File: config.mk
export PLATFORM = sky130hd
export DESIGN_NAME = outpkt_framer
export DESIGN_NICKNAME = d
export VERILOG_FILES = /design/src/rtl/outpkt_framer.sv
export SDC_FILE = /design/constraint.sdc
export NUM_CORES = 1
export LEC_CHECK = 0
export CAP_MARGIN = 0
export CORE_AREA = 2 2 158 83
export CTS_CLUSTER_SIZE = 20
export DETAILED_ROUTE_END_ITERATION = 7
export DIE_AREA = 0 0 160 85
export PLACE_DENSITY = 0.64
export SETUP_SLACK_MARGIN = 0.15
export SLEW_MARGIN = 20
export SYNTH_ARGS = -nofsm -noshare
export SYNTH_HDL_FRONTEND = slang
export SYNTH_SLANG_ARGS = --single-unit
File: constraint.sdc
create_clock -name CLK -period 3.5 [get_ports CLK]
set_input_delay 0.7 -clock CLK [delete_from_list [all_inputs] [get_ports CLK]]
set_output_delay 0.7 -clock CLK [all_outputs]
set_load 0.03 [all_outputs]
File: src/rtl/outpkt_framer.sv
// outpkt_framer: byte-serial transmit framer emitting a versioned header, header checksum, payload and payload checksum
//
// Optional feature macro: OUTPKT_CHECKSUM_EN
//   defined     -> HCSUM/DCSUM carry ~(sum of little-endian 32-bit words), LSB byte first
//   not defined -> no accumulator; HCSUM/DCSUM still emit 4 bytes each, all 0x00
//
// Ports:
//   CLK          clock
//   rst_n        asynchronous active-low reset
//   start        request a new packet, sampled while start_ready=1
//   start_ready  framer idle and accepting start
//   pkt_type     packet type, latched on accepted start
//   pkt_id       packet id, latched on accepted start
//   pkt_len      payload byte count, latched on accepted start
//   err_start    sticky flag: start seen with illegal type or length
//   din          payload byte
//   din_valid    din holds a byte
//   din_ready    payload byte is consumed this cycle when din_valid=1
//   dout         framed output byte (registered)
//   dout_valid   dout holds a byte (registered)
//   dout_ready   sink takes dout this cycle
module outpkt_framer #(
   parameter int VERSION = 2,
   parameter int PKT_MAX_LEN = 65536,
   parameter int PKT_MAX_TYPE = 3,
   localparam int PKT_LEN_MSB = $clog2(PKT_MAX_LEN + 1) - 1,
   localparam int PKT_TYPE_MSB = $clog2(PKT_MAX_TYPE + 1) - 1
) (
   input  logic                  CLK,
   input  logic                  rst_n,
   input  logic                  start,
   output logic                  start_ready,
   input  logic [PKT_TYPE_MSB:0] pkt_type,
   input  logic [15:0]           pkt_id,
   input  logic [23:0]           pkt_len,
   output logic                  err_start,
   input  logic [7:0]            din,
   input  logic                  din_valid,
   output logic                  din_ready,
   output logic [7:0]            dout,
   output logic                  dout_valid,
   input  logic                  dout_ready
);
   localparam int CW = PKT_LEN_MSB + 1;
   typedef enum logic [2:0] {IDLE, HDR, HCSUM, DATA, DCSUM} state_t;
   state_t                r_state, w_state_nxt;
   logic [CW-1:0]         r_cnt, w_cnt_nxt, r_len;
   logic [PKT_TYPE_MSB:0] r_type;
   logic [15:0]           r_id;
   logic [7:0]            r_dout, w_byte, w_hdr_byte, w_csum_byte;
   logic                  r_dout_valid, r_err, w_load, w_free, w_xfer, w_legal;
   logic [23:0]           w_len24;
   logic [31:0]           w_csum;
   assign w_xfer      = r_dout_valid & dout_ready;
   assign w_free      = ~r_dout_valid | dout_ready;
   assign w_legal     = (pkt_type != '0) && (32'(pkt_type) <= PKT_MAX_TYPE) &&
                        (pkt_len != '0) && (32'(pkt_len) <= PKT_MAX_LEN);
   assign w_len24     = 24'(r_len);
   assign w_csum_byte = w_csum[{r_cnt[1:0], 3'b000} +: 8];
   assign start_ready = r_state == IDLE;
   assign din_ready   = (r_state == DATA) & w_free;
   assign dout        = r_dout;
   assign dout_valid  = r_dout_valid;
   assign err_start   = r_err;
`ifdef OUTPKT_CHECKSUM_EN
   logic [31:0] r_acc;
   assign w_csum = ~r_acc;
   // Only freshly loaded header/payload bytes are summed; checksum bytes and stalled repeats are not.
   // The accumulator is cleared entering DATA and again when the packet completes.
   always_ff @(posedge CLK or negedge rst_n)
      if (!rst_n)
         r_acc <= '0;
      else if ((r_state == HCSUM && w_state_nxt == DATA) || (r_state == DCSUM && w_state_nxt == IDLE))
         r_acc <= '0;
      else if (w_load && r_state != HCSUM && r_state != DCSUM)
         r_acc <= r_acc + (32'(w_byte) << {r_cnt[1:0], 3'b000});
`else
   assign w_csum = '0;
`endif
   always_comb begin
      case (r_cnt[3:0])
         4'd0:    w_hdr_byte = 8'(VERSION);
         4'd1:    w_hdr_byte = 8'(r_type);
         4'd4:    w_hdr_byte = w_len24[7:0];
         4'd5:    w_hdr_byte = w_len24[15:8];
         4'd6:    w_hdr_byte = w_len24[23:16];
         4'd8:    w_hdr_byte = r_id[7:0];
         4'd9:    w_hdr_byte = r_id[15:8];
         default: w_hdr_byte = 8'h00;
      endcase
   end
   always_ff @(posedge CLK or negedge rst_n)
      if (!rst_n)
         r_state <= IDLE;
      else
         r_state <= w_state_nxt;
   // r_cnt is the index of the next byte to load within the current phase.
   always_comb begin
      w_state_nxt = r_state;
      w_cnt_nxt   = r_cnt;
      w_load      = 1'b0;
      w_byte      = 8'h00;
      case (r_state)
         IDLE: if (start && w_legal) begin
            w_state_nxt = HDR;
            w_load      = 1'b1;
            w_byte      = 8'(VERSION);
            w_cnt_nxt   = CW'(1);
         end
         HDR: if (w_free) begin
            w_load      = 1'b1;
            w_byte      = w_hdr_byte;
            w_state_nxt = r_cnt == CW'(9) ? HCSUM : HDR;
            w_cnt_nxt   = r_cnt == CW'(9) ? '0 : r_cnt + 1'b1;
         end
         HCSUM: if (w_free) begin
            w_load      = 1'b1;
            w_byte      = w_csum_byte;
            w_state_nxt = r_cnt == CW'(3) ? DATA : HCSUM;
            w_cnt_nxt   = r_cnt == CW'(3) ? '0 : r_cnt + 1'b1;
         end
         DATA: if (w_free && din_valid) begin
            w_load      = 1'b1;
            w_byte      = din;
            w_state_nxt = r_cnt == r_len - 1'b1 ? DCSUM : DATA;
            w_cnt_nxt   = r_cnt == r_len - 1'b1 ? '0 : r_cnt + 1'b1;
         end
         DCSUM:
            // After the fourth byte is loaded, wait for it to leave before going idle.
            if (r_cnt == CW'(4)) begin
               w_state_nxt = w_xfer ? IDLE : DCSUM;
               w_cnt_nxt   = w_xfer ? '0 : r_cnt;
            end else if (w_free) begin
               w_load    = 1'b1;
               w_byte    = w_csum_byte;
               w_cnt_nxt = r_cnt + 1'b1;
            end
         default: w_state_nxt = IDLE;
      endcase
   end
   always_ff @(posedge CLK or negedge rst_n)
      if (!rst_n) begin
         r_cnt        <= '0;
         r_len        <= '0;
         r_type       <= '0;
         r_id         <= '0;
         r_dout       <= '0;
         r_dout_valid <= 1'b0;
         r_err        <= 1'b0;
      end else begin
         r_cnt <= w_cnt_nxt;
         if (start_ready && start && w_legal) begin
            r_len  <= pkt_len[PKT_LEN_MSB:0];
            r_type <= pkt_type;
            r_id   <= pkt_id;
         end
         if (start_ready && start && !w_legal)
            r_err <= 1'b1;
         if (w_load) begin
            r_dout       <= w_byte;
            r_dout_valid <= 1'b1;
         end else if (w_xfer)
            r_dout_valid <= 1'b0;
      end
endmodule
==> ci_impl_report.md, run 1 <==
### Flow metrics

| Metric | Value |
|---|---|
| Run status | `finished, final reports clean` |
| DRC violation count after routing | `0` |
| Vias after detailed routing | `about 4000` |
| Bufs on Longest Clock Path | `2` |
| Area Overhead vs Synth | `28.7%` |
| Post-layout period usage of the worst path | `between 80 and 90%` |
| TritonCTS clock tree | `done` |
| Most frequent logic cell in the layout | `nand2_1` |
| Post-synth seq share | `about 40%` |
| CTS H-Tree Depth | `3` |
| Gate family responsible for the most delay along the worst path | `simple AND/OR/NAND/NOR gates` |
| Worst Clk Skew | `~5.5 ps` |
| Top cell type by total area after synthesis | `dfrtp_1` |
| Number of buffers added on ports | `around 66` |
| Number of instances in the synthesized netlist | `495` |
| Synth Flop Type | `dfrtp_1` |
| Fmax | `roughly 0.32 GHz` |
| Wire length of the first global-routing pass | `21800 um` |
| Maximum vdd drop | `roughly 0.21 mV` |
| Pre-antenna DRT Iters | `5` |
| Fraction of post-synthesis cell area in the top cell type by area | `between 30% and 40%` |
| Pin count of the biggest net entering global routing | `a little under 50` |
| Design Power | `~0.0031 W` |
| Number of placement rows | `29` |
| Number of nets at the end of the flow | `~620` |
| Setup crit start kind | `input pin` |
| AND/OR/NAND/NOR Cells, Area Fraction | `29.4%` |
| Number of clock buffers inserted by TritonCTS | `9` |
| Post-synth area from yosys stat | `between 0.004 and 0.005 mm2` |
| Number of nets with antenna violations after routing | `0` |
| Total gr overflow | `0` |
| DRC marker count from the first detailed-route iteration | `roughly 580` |
| Setup repair after global routing missed its margin | `false` |
| EDFF count, synth | `0` |
| Final antenna diode count | `0` |
run 1: kinds of logic (layout without fill, tap and decap cells):
group                      count (synthesis)  count (layout)
buffers and inverters                     42             109
xor gates and xnor gates                  28              28
and+or+nand+nor                          250             250
muxes                                      3               3
adders and majority gates                  5               5
AOI/OAI and AO/OA                        102             102
DFF                                       65              65
run 1: worst paths after layout:
| path | end | slack (ps) | from | depth (start not counted) |
|---|---|---|---|---|
| max reg2reg | r_cnt[4] | 380 | r_len[0] | 11 |
| max | dout[6] | 380 | pkt_len[9] | 9 |
| min | r_cnt[4] | 370 | rst_n | 1 |
| min in group CLK | r_id[1] | 470 | r_id[1] | 2 |
| max in group asynchronous | r_len[4] | 2500 | rst_n | 2 |
| min reg2reg | r_id[1] | 470 | r_id[1] | 2 |
run 1: cell type report:
type | instances | area [um2] | area share [%]
clock buffer | 10 | 239 | 4.46
clock inverter | 6 | 42.5 | 0.794
sequential | 65 | 1630 | 30.3
tap | 170 | 213 | 3.97
timing repair buffer | 83 | 823 | 15.4
multi-input combinational | 388 | 2380 | 44.4
inverter | 10 | 37.5 | 0.700
run 1: layer usage:
layer  routed length [um]  track usage [%]  up-vias
met5                    0                0        -
met4                   69             3.19        0
met3                 1420             6.99        9
met2                 4980             27.3      206
met1                 6570             31.3     1969
li1                     -                -     1885
run 1: repair_timing:
item | in CTS | in global routing
setup endpoints to repair | 0 | 8
resized | 0 | 1
hold endpoints to repair | 0 | 0
run 1: Yosys cell counts, types with 5 or more instances:
library cell    n
nor2b_1         8
nor2_1         20
ha_1            5
nor4_1         10
nand2_1       130
nand3_1        17
or4_1           5
o21ai_0        15
nor3_1         21
dfrtp_1        65
xnor2_1         7
o2111ai_1       5
xor2_1         20
a21oi_2        10
nand4_1         6
a22o_1          5
and2_1          5
clkbuf_1       25
inv_1          10
a221o_1         8
a32oi_1         5
a21oi_1        14
run 1: power groups by stage:
stage          registers (W)  clock network [W]  logic (W)
2_1_floorplan       0.000974                  0   0.000831
3_3_place_gp         0.00102                  0    0.00119
3_5_place_dp         0.00102                  0    0.00121
4_1_cts              0.00101           0.000867    0.00122
5_1_grt              0.00103           0.000895    0.00135
6_report             0.00101           0.000852    0.00124
run 1: per-stage QoR:
step | util [%] | setup slack (ps) | cell area, um2 | std cells
final | 43.7 | 377 | 5360 | 732
after global routing | 43.7 | 176 | 5360 | 732
after CTS | 43.7 | 396 | 5360 | 732
after detailed placement | 41.4 | 58.3 | 5070 | 716
after global placement | 41.4 | 73.7 | 5070 | 716
after floorplan | - | 922 | 4160 | 495
run 1: registers in the layout, indices dropped and copies added, names as in the netlist:
signal	count
r_cnt	17
r_len	17
r_id	16
dout	8
r_state	3
r_type	2
dout_valid	1
err_start	1
Figure 1. Signal metal coverage by tile (run 1).
Bar = 50 um. 32 x 17 tiles, from black (low) to pale yellow (high), scaled to the fullest tile. Values are wire area over tile area, all layers added.
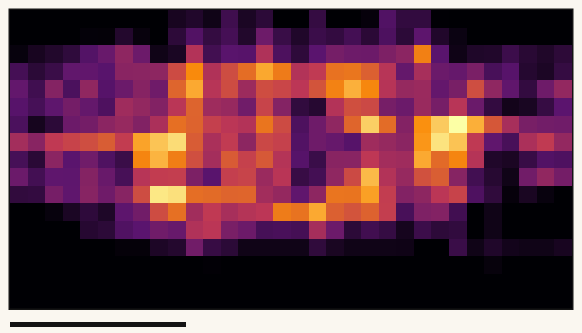
fullest tile: 0.64
densest ninth of the die: center
tiles over half the peak: 18%
mean over tiles: 0.16
nearly empty tiles: 29%
emptiest ninth of the die: south-east

Figure 2. Sequential cells grouped by signal name (run 1).
Other sequential cells in the stronger gray, the rest of the logic in the fainter gray.
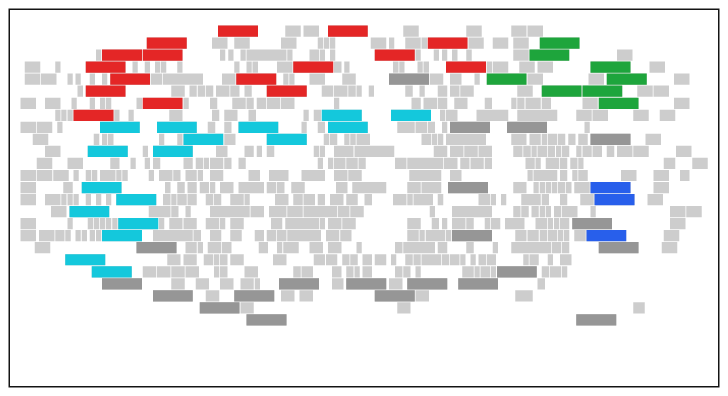
legend:
  `r_state`:
    color: blue
    placed_flops: 3
  `r_id`:
    color: red
    placed_flops: 16
  `dout`:
    color: green
    placed_flops: 8
    where: north-east
  `r_len`:
    color: cyan
    placed_flops: 17
not colored: 21

Figure 3. Cell placement (run 1).
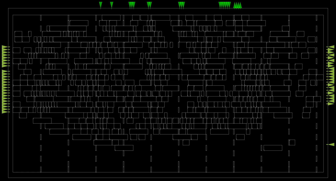
Flop Count: 65
final cell utilization of the core: 43.7%
total core area: 0.0123 mm2

Figure 4. Placement by cell class (run 1).
Fill, decap, tap and diode cells in gray.
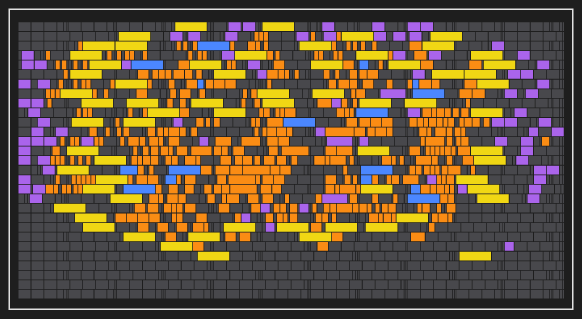

==> run 2: changes to the inputs <==
--- a/config.mk
+++ b/config.mk
@@ -11,6 +11,7 @@
 export DETAILED_ROUTE_END_ITERATION = 7
 export DIE_AREA = 0 0 160 85
 export PLACE_DENSITY = 0.64
+export REMOVE_ABC_BUFFERS = 1
 export SETUP_SLACK_MARGIN = 0.15
 export SLEW_MARGIN = 20
 export SYNTH_ARGS = -nofsm -noshare
==> constraint.sdc (replaced) <==
create_clock -name CLK -period 3.7 [get_ports CLK]
set_input_delay 0.74 -clock CLK [delete_from_list [all_inputs] [get_ports CLK]]
set_output_delay 0.74 -clock CLK [all_outputs]
set_load 0.03 [all_outputs]
Figure 5. Placement by cell class (run 2).
Fill, decap, tap and diode cells in gray.
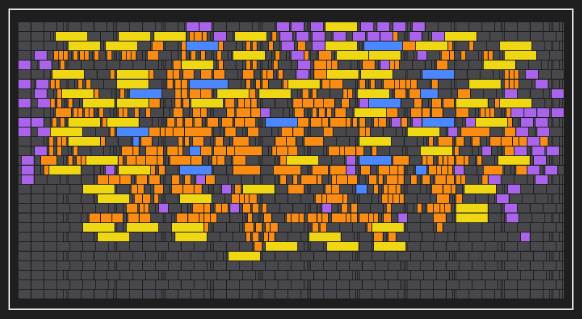
legend:
  flops:
    color: yellow
    cells: 65
    share_of_their_area: 31%
  combinational and other logic:
    color: orange
    cells: 398
    share_of_their_area: 47%
  other buffers and delay cells:
    color: purple
    cells: 85
    share_of_their_area: 15%
  clock drivers and dummy loads:
    color: blue
    cells: 16
    share_of_their_area: 6.4%

==> run 2 against run 1 <==
Compared with the run above: final cell count grew 0.27%; synthesized cell count is the same; sequential cell count is the same; global-route usage shrank 0.64 points; first-iteration DRC count shrank 33%; worst hold slack gained 44 ps; clock skew shrank 1.2 ps; sequential power shrank 4%; utilization grew 0.30 points; synthesized area is the same; non-clock buffer count grew 2; critical endpoint is now dout[5].
==> ci_impl_report.md, run 2 <==
### Flow metrics

| Metric | Value |
|---|---|
| Pre-antenna DRT Iters | `5` |
| Post-synth area from yosys stat | `roughly 0.0042 mm2` |
| Number of nets with antenna violations after routing | `0` |
| Setup crit start kind | `input pin` |
| Synth Flop Type | `dfrtp_1` |
| Top cell type by total area after synthesis | `dfrtp_1` |
| Post-synth seq share | `approximately two fifths` |
| Regs by FF count | `r_cnt x17, r_len x17, r_id x16` |
| Setup repair after global routing missed its margin | `false` |
| TritonCTS clock tree | `done` |
| Crit path setup slack, layout | `about 480 ps` |
| DRC marker count from the first detailed-route iteration | `about 390` |
| Total gr overflow | `0` |
| Run status | `finished, final reports clean` |
| Start point of the critical path | `pkt_len[9]` |
| Most frequent logic cell in the layout | `nand2_1` |
| Fmax | `slightly above 0.3 GHz` |
| Placement-stage cell area | `0.00505 mm2` |
| Number of nets at the end of the flow | `a little over 600` |
| Pin count of the biggest net entering global routing | `~43` |
| Vias after detailed routing | `3977` |
| DRC violation count after routing | `0` |
| CTS H-Tree Depth | `3` |
| Wire length of the first global-routing pass | `around 21000 um` |
| Maximum vdd drop | `between 0.2 and 0.25 mV` |
| Startpoint of the lowest-slack register-to-register path | `r_len[2]` |
| Post-layout period usage of the worst path | `87.1%` |
| Post-Place Setup Slack | `-109 ps` |
| Library cell with the highest instance count after synthesis | `nand2_1` |
| Number of clock buffers inserted by TritonCTS | `9` |
| Slack of the worst reg-to-reg path | `approximately 650 ps` |
| Area Overhead vs Synth | `29.6%` |
| Fraction of post-synthesis cell area in the top cell type by area | `39.1%` |
| Total core area | `around 0.012 mm2` |
| EDFF count, synth | `0` |
| Final antenna diode count | `0` |
| Worst Clk Skew | `about 4.3 ps` |
Figure 6. Signal metal coverage by tile (run 2).
Bar = 50 um. 32 x 17 tiles, from black (low) to pale yellow (high), scaled to the fullest tile. Values are wire area over tile area, all layers added.
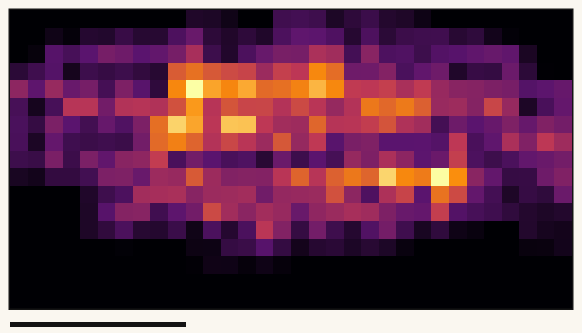
fullest tile: 0.67
densest ninth of the die: center
nearly empty tiles: 29%

[run 2: worst paths after layout]
check,cells after the start,to
max in group asynchronous,2,r_len[12]
min in group CLK,1,err_start
min,1,r_state[1]
min reg2reg,1,err_start
max,10,dout[5]
max reg2reg,8,r_cnt[7]
[run 2: repair_timing]
item,4_1_cts,5_1_grt
hold buffers,0,0
resized,0,2
hold endpoints to repair,0,0
setup endpoints to repair,0,33
[run 2: per-stage QoR]
| stage | power [W] | utilization [%] | hold WS (ps) | instances |
|---|---|---|---|---|
| after CTS | 0.00305 | 43.9 | 461 | 734 |
| after global routing | 0.00322 | 44.0 | 464 | 734 |
| after global placement | 0.00206 | 41.2 | 444 | 718 |
| final | 0.00304 | 44.0 | 417 | 734 |
| after floorplan | 0.00164 | - | 430 | 463 |
| after detailed placement | 0.00209 | 41.2 | 450 | 718 |
[run 2: worst register-to-register path, cell delays in order, from the launching register on]
cell,delay (ps)
dfrtp_1,460
or4_1,670
nor3_2,320
nand2_1,140
xnor2_2,170
nor4_4,330
a31oi_4,210
nor2_4,430
o211ai_1,170
[run 2: area by class of cell]
| class | count | area, um2 |
|---|---|---|
| Fill cell | 1248 | 6870 |
| Inverter | 10 | 37.5 |
| Clock inverter | 6 | 91.3 |
| Clock buffer | 10 | 239 |
| Multi-Input combinational cell | 388 | 2390 |
| Timing Repair Buffer | 85 | 801 |
| Sequential cell | 65 | 1630 |
| Tap cell | 170 | 213 |
[run 2: power groups by stage]
stage | Sequential (W) | Clock, W | Combinational, W
after floorplan | 0.000990 | 0 | 0.000649
after global placement | 0.000973 | 0 | 0.00109
after detailed placement | 0.000975 | 0 | 0.00112
after CTS | 0.000964 | 0.000956 | 0.00113
after global routing | 0.000984 | 0.000991 | 0.00125
final | 0.000969 | 0.000940 | 0.00114
[run 2: cell families (layout without fill, tap and decap cells)]
family | after synthesis | in the layout | synth area share, %
and+or+nand+nor | 250 | 250 | 29.4
DFF | 65 | 65 | 39.1
xor gates and xnor gates | 28 | 28 | 6.07
buffers and inverters | 42 | 111 | 4.18
muxes | 3 | 3 | 0.751
adders and majority gates | 5 | 5 | 1.50
AOI/OAI and AO/OA | 102 | 102 | 19.0
[run 2: layer usage]
| layer | part of all wire, % | up-vias | global-route usage, % |
|---|---|---|---|
| met5 | 0 | - | 0 |
| met4 | 0.61 | 0 | 3.19 |
| met3 | 10 | 14 | 5.91 |
| met2 | 37 | 170 | 27.0 |
| met1 | 52 | 1896 | 30.4 |
| li1 | - | 1897 | - |
Figure 7. Layout detail (run 2).
Bar = 20 um. Region (15, 0) to (65, 50) um. Cells in gray, sequential cells in the stronger gray; small squares are vias.
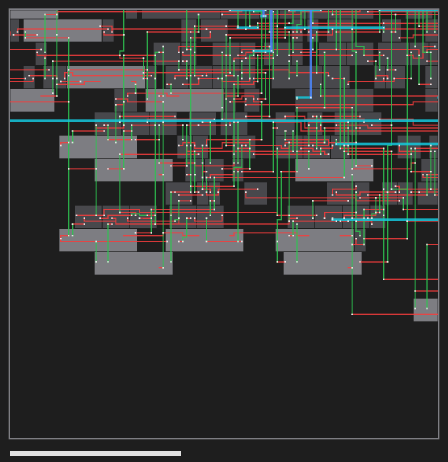

==> run 3: changes to the inputs <==
--- a/config.mk
+++ b/config.mk
@@ -7,6 +7,7 @@
 export LEC_CHECK = 0
 export CAP_MARGIN = 0
 export CORE_AREA = 2 2 158 83
+export CTS_CLUSTER_DIAMETER = 100
 export CTS_CLUSTER_SIZE = 20
 export DETAILED_ROUTE_END_ITERATION = 7
 export DIE_AREA = 0 0 160 85
==> constraint.sdc (replaced) <==
create_clock -name CLK -period 4.1 [get_ports CLK]
set_input_delay 0.82 -clock CLK [delete_from_list [all_inputs] [get_ports CLK]]
set_output_delay 0.82 -clock CLK [all_outputs]
set_load 0.03 [all_outputs]
Figure 8. Layout detail (run 3).
Bar = 20 um. Region (15, 0) to (65, 50) um. Cells in gray, sequential cells in the stronger gray; small squares are vias.
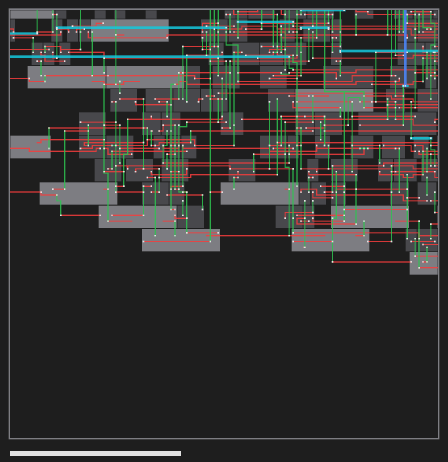
legend:
  metal 1:
    color: red
  metal 2:
    color: green
  metal 4:
    color: blue
  metal 3:
    color: cyan
most frequent: nand2_1 (15), xor2_1 (12), dfrtp_1 (11)
netlist names of flops here include: `r_cnt` (9), `r_len` (2)
cells with their middle in the window: 84
sequential cells in the window: 11

Figure 9. Placement by cell class (run 3).
Fill, decap, tap and diode cells in gray.
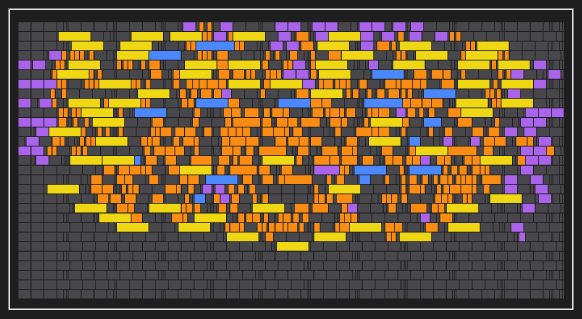
legend:
  combinational and other logic:
    color: orange
    cells: 398
    share_of_their_area: 47%
  clock drivers and dummy loads:
    color: blue
    cells: 16
    share_of_their_area: 6.4%
  other buffers and delay cells:
    color: purple
    cells: 78
    share_of_their_area: 15%
  flops:
    color: yellow
    cells: 65
    share_of_their_area: 32%

==> run 3 against run 2 <==
Compared with the run above: total power shrank 10%; via count shrank 1.0%; count of clock-buffer cells in the layout unchanged; synthesized area unchanged; die size stayed put; sequential share of layout area up 0.31 points; clock power shrank about 10%; sequential power shrank 8.9%; highest routed layer unchanged.
==> ci_impl_report.md, run 3 <==
### Flow metrics

| Metric | Value |
|---|---|
| Post-layout period usage of the worst path | `between 80% and 90%` |
| Run status | `finished, final reports clean` |
| Regs by FF count | `r_cnt x17, r_len x17, r_id x16` |
| Number of clock buffers inserted by TritonCTS | `9` |
| # resized after CTS | `0` |
| DRC violation count after routing | `0` |
| Fraction of post-synthesis cell area in the top cell type by area | `approximately 39%` |
| Pre-antenna DRT Iters | `5` |
| Setup repair after global routing missed its margin | `false` |
| Number of buffers added on ports | `about 66` |
| Maximum vdd drop | `~0.24 mV` |
| Fmax | `about 0.28 GHz` |
| Post-layout instance area | `0.00534 mm2` |
| Startpoint of the lowest-slack register-to-register path | `r_len[0]` |
| Slack of the worst reg-to-reg path | `approximately 720 ps` |
| Hold-fix buffers at CTS | `0` |
| Crit path setup slack, layout | `about 570 ps` |
| Final antenna diode count | `0` |
| Number of placement rows | `29` |
| Most frequent logic cell in the layout | `nand2_1` |
| Instance count along the most critical hold path | `1` |
| Placement-stage cell area | `about 0.0050 mm2` |
| Number of nets at the end of the flow | `~600` |
| Number of instances in the synthesized netlist | `about 500` |
| Post-synth seq share | `about two fifths` |
| Vias after detailed routing | `3936` |
| Total gr overflow | `0` |
| Area Overhead vs Synth | `28.3%` |
| Destination of the worst register-to-register timing path | `r_cnt[4]` |
| Depth of the worst register-to-register path | `10` |
| EDFF count, synth | `0` |
| TritonCTS clock tree | `done` |
| Setup crit start kind | `input pin` |
| Total core area | `0.0123 mm2` |
| Post-synth area from yosys stat | `roughly 0.0042 mm2` |
| Top cell type by total area after synthesis | `dfrtp_1` |
-- run 3: power by group through the flow --
stage,clock network (W),logic [W],registers [W]
after global routing,0.000890,0.00109,0.000899
after floorplan,0,0.000585,0.000894
final,0.000846,0.00100,0.000883
after global placement,0,0.000972,0.000887
after CTS,0.000860,0.000994,0.000880
after detailed placement,0,0.000989,0.000890
-- run 3: critical path: stages --
cell	delay, ps
clkdlybuf4s50_1	430
nor4_1	760
and4_1	440
xnor2_1	150
o2111ai_1	180
or2_2	360
and2_1	260
a221o_1	330
-- run 3: cells by family after synthesis --
group / share of synthesized area [%]
mux: 0.751
flops: 39.1
compound gates: 19.0
fa+ha+maj: 1.50
xor+xnor: 6.07
buf+inv: 4.18
simple gates: 29.4
-- run 3: worst max-delay path by stage --
stage | start | endpoint | slack [ps] | cells past startpoint
global route | pkt_len[10] | dout[6] | 430 | 10
floorplan | pkt_len[17] | r_cnt[16] | -100 | 8
finish | pkt_len[10] | dout[6] | 570 | 8
CTS | pkt_len[10] | dout[6] | 640 | 8
global placement | pkt_len[10] | dout[3] | 320 | 8
detailed placement | pkt_len[10] | dout[6] | 290 | 8
-- run 3: cell type report --
type / instances / area, um2
Timing Repair Buffer: 78 / 758
Inverter: 10 / 37.5
Sequential cell: 65 / 1630
Fill cell: 1245 / 6920
Tap cell: 170 / 213
Clock inverter: 6 / 91.3
Clock buffer: 10 / 239
Multi-Input combinational cell: 388 / 2380
-- run 3: per-layer routing --
layer	vias to the layer above	GRT usage (%)	share of wire [%]
met3	9	5.23	7.8
li1	1876	-	-
met1	1905	30.2	54
met5	-	0	0
met2	146	24.8	37
met4	0	2.87	0.60
-- run 3: stage by stage --
| step | util (%) | hold WS [ps] | setup TNS (ps) | std cells | power, W |
|---|---|---|---|---|---|
| 2_1_floorplan | - | 430 | -527 | 463 | 0.00148 |
| 3_3_place_gp | 40.9 | 457 | 0 | 711 | 0.00186 |
| 6_report | 43.6 | 458 | 0 | 727 | 0.00273 |
| 4_1_cts | 43.6 | 466 | 0 | 727 | 0.00273 |
| 5_1_grt | 43.6 | 492 | 0 | 727 | 0.00288 |
| 3_5_place_dp | 40.9 | 453 | 0 | 711 | 0.00188 |
Power and IR drop assume default switching activity.
